===== src/rtl/riscv_fd_pkg.sv =====
// Shared types for the fetch/decode boundary: the queued entry format and the pc step helper.
package riscv_fd_pkg;

  localparam int unsigned RISCV_FD_XLEN       = 64;
  localparam logic [15:0] RISCV_FD_CINST_NONE = 16'h0000;

  typedef struct packed {
    logic [RISCV_FD_XLEN-1:0] pc;
    logic [RISCV_FD_XLEN-1:0] pcplus4;
    logic [31:0]              inst;
    logic [15:0]              cinst;
  } fd_entry_t;

  // Sequential pc increment: 2 for a compressed instruction, 4 otherwise.
  function automatic logic [RISCV_FD_XLEN-1:0] fd_pc_step(input logic iscomp);
    return {{(RISCV_FD_XLEN-3){1'b0}}, ~iscomp, iscomp, 1'b0};
  endfunction

endpackage


===== src/rtl/riscv_fd_fifo.sv =====
// Skid FIFO for the fetch/decode boundary: DEPTH x fd_entry_t circular buffer, clear wins over push/pop.
module riscv_fd_fifo
  import riscv_fd_pkg::*;
#(
  parameter  int unsigned DEPTH = 2,
  localparam int unsigned PW    = $clog2(DEPTH),
  localparam int unsigned CW    = $clog2(DEPTH + 1)
) (
  input  logic          clk,
  input  logic          rst_n,
  input  logic          clear_i,
  input  logic          push_i,
  input  logic          pop_i,
  input  fd_entry_t     wdata_i,
  output fd_entry_t     rdata_o,
  output logic [CW-1:0] count_o,
  output logic          empty_o
);

  fd_entry_t     mem_q [DEPTH];
  logic [PW-1:0] wr_ptr_q, wr_ptr_d;
  logic [PW-1:0] rd_ptr_q, rd_ptr_d;
  logic [CW-1:0] count_q, count_d;
  logic          full, do_push, do_pop;

  assign full    = (count_q == CW'(DEPTH));
  assign empty_o = (count_q == '0);
  assign count_o = count_q;
  assign rdata_o = mem_q[rd_ptr_q];

  // A push into a full buffer is only legal when the same cycle pops.
  assign do_push = push_i & ~clear_i & (~full | pop_i);
  assign do_pop  = pop_i & ~clear_i & ~empty_o;

  always_comb begin
    wr_ptr_d = wr_ptr_q;
    rd_ptr_d = rd_ptr_q;
    count_d  = count_q;
    if (clear_i) begin
      wr_ptr_d = '0;
      rd_ptr_d = '0;
      count_d  = '0;
    end else begin
      if (do_push) wr_ptr_d = wr_ptr_q + 1'b1;
      if (do_pop)  rd_ptr_d = rd_ptr_q + 1'b1;
      unique case ({do_push, do_pop})
        2'b10:   count_d = count_q + 1'b1;
        2'b01:   count_d = count_q - 1'b1;
        default: count_d = count_q;
      endcase
    end
  end

  always_ff @(posedge clk or negedge rst_n) begin
    if (!rst_n) begin
      wr_ptr_q <= '0;
      rd_ptr_q <= '0;
      count_q  <= '0;
    end else begin
      wr_ptr_q <= wr_ptr_d;
      rd_ptr_q <= rd_ptr_d;
      count_q  <= count_d;
    end
  end

  always_ff @(posedge clk) begin
    if (do_push) mem_q[wr_ptr_q] <= wdata_i;
  end

endmodule


===== src/rtl/riscv_ppreg_fd.sv =====
// Fetch/decode pipeline register with skid FIFO, bypass path and flush/stall control.
// Optional bubble counter enabled by defining RISCV_FD_BUBBLE_CNT_EN.
module riscv_ppreg_fd
  import riscv_fd_pkg::*;
#(
  parameter int unsigned DEPTH = 2,
  parameter int unsigned XLEN  = 64
) (
  input  logic            i_riscv_fd_clk,
  input  logic            i_riscv_fd_rst_n,
  input  logic            i_riscv_fd_flush,
  input  logic            i_riscv_fd_stall,
  input  logic            i_riscv_fd_valid_f,
  output logic            o_riscv_fd_ready_f,
  input  logic [XLEN-1:0] i_riscv_fd_pc_f,
  input  logic [31:0]     i_riscv_fd_inst_f,
  input  logic [15:0]     i_riscv_fd_cinst_f,
  input  logic            i_riscv_fd_iscomp_f,
  output logic            o_riscv_fd_valid_d,
  output logic [XLEN-1:0] o_riscv_fd_pc_d,
  output logic [XLEN-1:0] o_riscv_fd_pcplus4_d,
  output logic [31:0]     o_riscv_fd_inst_d,
  output logic [15:0]     o_riscv_fd_cinst_d,
  output logic [31:0]     o_riscv_fd_bubbles
);

  localparam int unsigned CW = $clog2(DEPTH + 1);

  fd_entry_t     in_entry, head_entry, out_q, out_d;
  logic          valid_q, valid_d;
  logic [CW-1:0] fifo_count;
  logic          fifo_empty, xfer, fifo_push, fifo_pop;

  // ready depends only on the registered occupancy.
  assign o_riscv_fd_ready_f = (fifo_count < CW'(DEPTH));
  assign xfer               = i_riscv_fd_valid_f & o_riscv_fd_ready_f;

  // pc is held zero-extended; truncating at the outputs gives wrap modulo 2^XLEN.
  always_comb begin
    in_entry.pc      = RISCV_FD_XLEN'(i_riscv_fd_pc_f);
    in_entry.pcplus4 = in_entry.pc + fd_pc_step(i_riscv_fd_iscomp_f);
    in_entry.inst    = i_riscv_fd_inst_f;
    in_entry.cinst   = i_riscv_fd_iscomp_f ? i_riscv_fd_cinst_f : RISCV_FD_CINST_NONE;
  end

  assign fifo_push = ~i_riscv_fd_flush & xfer & (i_riscv_fd_stall | ~fifo_empty);
  assign fifo_pop  = ~i_riscv_fd_flush & ~i_riscv_fd_stall & ~fifo_empty;

  riscv_fd_fifo #(.DEPTH(DEPTH)) u_fifo (
    .clk     (i_riscv_fd_clk),
    .rst_n   (i_riscv_fd_rst_n),
    .clear_i (i_riscv_fd_flush),
    .push_i  (fifo_push),
    .pop_i   (fifo_pop),
    .wdata_i (in_entry),
    .rdata_o (head_entry),
    .count_o (fifo_count),
    .empty_o (fifo_empty)
  );

  always_comb begin
    out_d   = out_q;
    valid_d = valid_q;
    if (i_riscv_fd_flush) begin
      out_d   = '0;
      valid_d = 1'b0;
    end else if (!i_riscv_fd_stall) begin
      if (!fifo_empty) begin
        out_d   = head_entry;
        valid_d = 1'b1;
      end else if (xfer) begin
        out_d   = in_entry;
        valid_d = 1'b1;
      end else begin
        out_d   = '0;
        valid_d = 1'b0;
      end
    end
  end

  always_ff @(posedge i_riscv_fd_clk or negedge i_riscv_fd_rst_n) begin
    if (!i_riscv_fd_rst_n) begin
      out_q   <= '0;
      valid_q <= 1'b0;
    end else begin
      out_q   <= out_d;
      valid_q <= valid_d;
    end
  end

  assign o_riscv_fd_valid_d   = valid_q;
  assign o_riscv_fd_pc_d      = out_q.pc[XLEN-1:0];
  assign o_riscv_fd_pcplus4_d = out_q.pcplus4[XLEN-1:0];
  assign o_riscv_fd_inst_d    = out_q.inst;
  assign o_riscv_fd_cinst_d   = out_q.cinst;

`ifdef RISCV_FD_BUBBLE_CNT_EN
  logic [31:0] bubbles_q;
  logic        bubble_evt;

  assign bubble_evt = i_riscv_fd_flush | (~i_riscv_fd_stall & fifo_empty & ~xfer);

  always_ff @(posedge i_riscv_fd_clk or negedge i_riscv_fd_rst_n) begin
    if (!i_riscv_fd_rst_n) bubbles_q <= '0;
    else if (bubble_evt)   bubbles_q <= bubbles_q + 32'd1;
  end

  assign o_riscv_fd_bubbles = bubbles_q;
`else
  assign o_riscv_fd_bubbles = '0;
`endif

endmodule


===== config.mk =====
export PLATFORM = sky130hd
export DESIGN_NAME = riscv_ppreg_fd
export DESIGN_NICKNAME = d
export VERILOG_FILES = /design/src/rtl/riscv_fd_pkg.sv /design/src/rtl/riscv_fd_fifo.sv /design/src/rtl/riscv_ppreg_fd.sv
export SDC_FILE = /design/constraint.sdc
export NUM_CORES = 1
export LEC_CHECK = 0
export CAP_MARGIN = 0
export CORE_MARGIN = 5
export CORE_UTILIZATION = 30
export DETAILED_ROUTE_END_ITERATION = 10
export PLACE_DENSITY = 0.47
export SYNTH_ARGS = -nofsm -noshare
export SYNTH_HDL_FRONTEND = slang
export SYNTH_HIERARCHICAL = 1
export SYNTH_SLANG_ARGS = --single-unit

===== constraint.sdc =====
create_clock -name i_riscv_fd_clk -period 19.41 [get_ports i_riscv_fd_clk]
set_input_delay 3.882 -clock i_riscv_fd_clk [delete_from_list [all_inputs] [get_ports i_riscv_fd_clk]]
set_output_delay 3.882 -clock i_riscv_fd_clk [all_outputs]
set_load 0.1 [all_outputs]

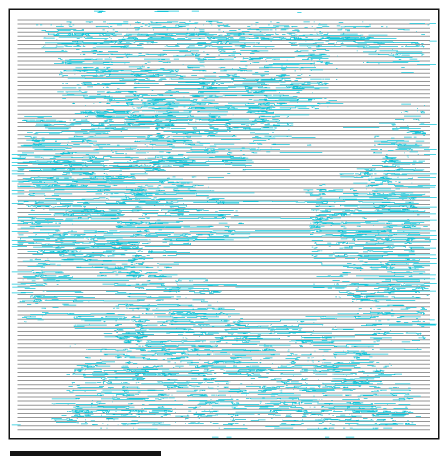
*Signal wires on met1*
The bar under the picture is 100 µm long. Supply wires on this layer in grey.
longest straight run: 105 µm
nets with wire on the layer: 1,760
share of all routed wire: 43%
main direction: horizontal
wire length on this layer: 27.7 mm

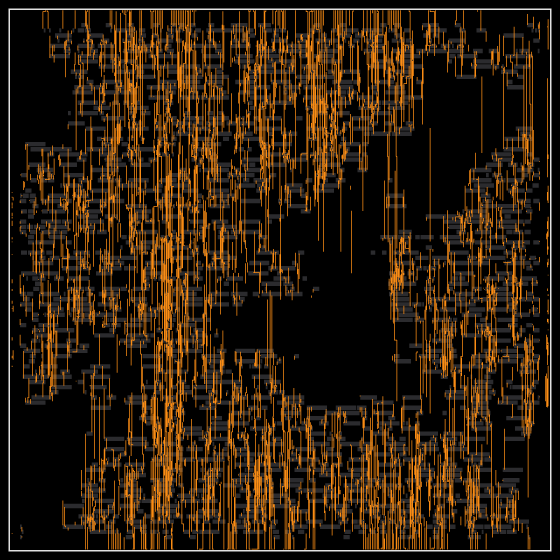
*The metal 2 layer*
Cells faint in the background.
main direction: vertical
longest straight run: 83.5 µm

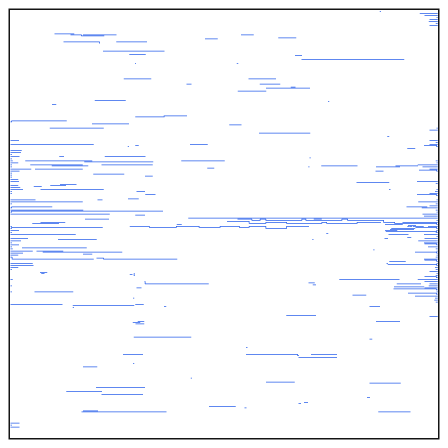
*Met3 routing*
nets with wire on the layer: 188
main direction: horizontal

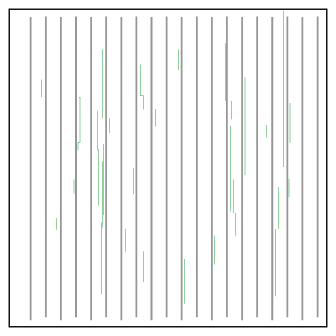
*Metal 4*
Supply wires on this layer in grey.
longest straight run: 140 µm
nets with wire on the layer: 9
main direction: vertical
wire length on this layer: 1,230 µm

==> results.sh <==
# source this file to load flow results
export IMPL_outcome="finished clean"
export IMPL_reg2reg_from="u_fifo/count_o[0]"
export IMPL_n_antenna_cell=1
export IMPL_met3_usage_pct=3.33
export IMPL_logic_family="multiplexers"
export IMPL_period_used_pct=38.7
export IMPL_holdPathStages=2
export IMPL_simple_gate_area_share_pct=5.10
export IMPL_top_cells_by_area="edfxtp_1 47%, dfrtp_1 20%, mux2_4 8.0%"
export IMPL_cpLargestDelayFamily="simple AND/OR/NAND/NOR gates"
export IMPL_common_cells="352 x edfxtp_1, 181 x dfrtp_1, 123 x inv_1"
export IMPL_non_clock_inverter_count=123
export IMPL_cp_arrival_ns=8.08
export IMPL_biggestCellCategory="flip-flops and latches"
export IMPL_lay_top_cells="352 x edfxtp_1, 289 x clkdlybuf4s50_1, 180 x dfrtp_1, 123 x inv_1, 120 x mux2_4"
export IMPL_fmax_mhz=133
export IMPL_grt_util_met2_pct=26.1
export IMPL_drt_initial_drc_count=1294
export IMPL_area_growth_pct=26.0
export IMPL_switching_share_pct=27.0
export IMPL_groute_usage_overall_pct=15.3
export IMPL_chip_area_mm2=0.0807
export IMPL_hp_class="register to register"
export IMPL_crit_path_max_fanout=19
export IMPL_cts_resized=0
export IMPL_grt_busiest_layer="met2"
export IMPL_comb_multi_input_count=731
export IMPL_intPower_uw=2050
export IMPL_cpPeakStageDelay_ns=1.05
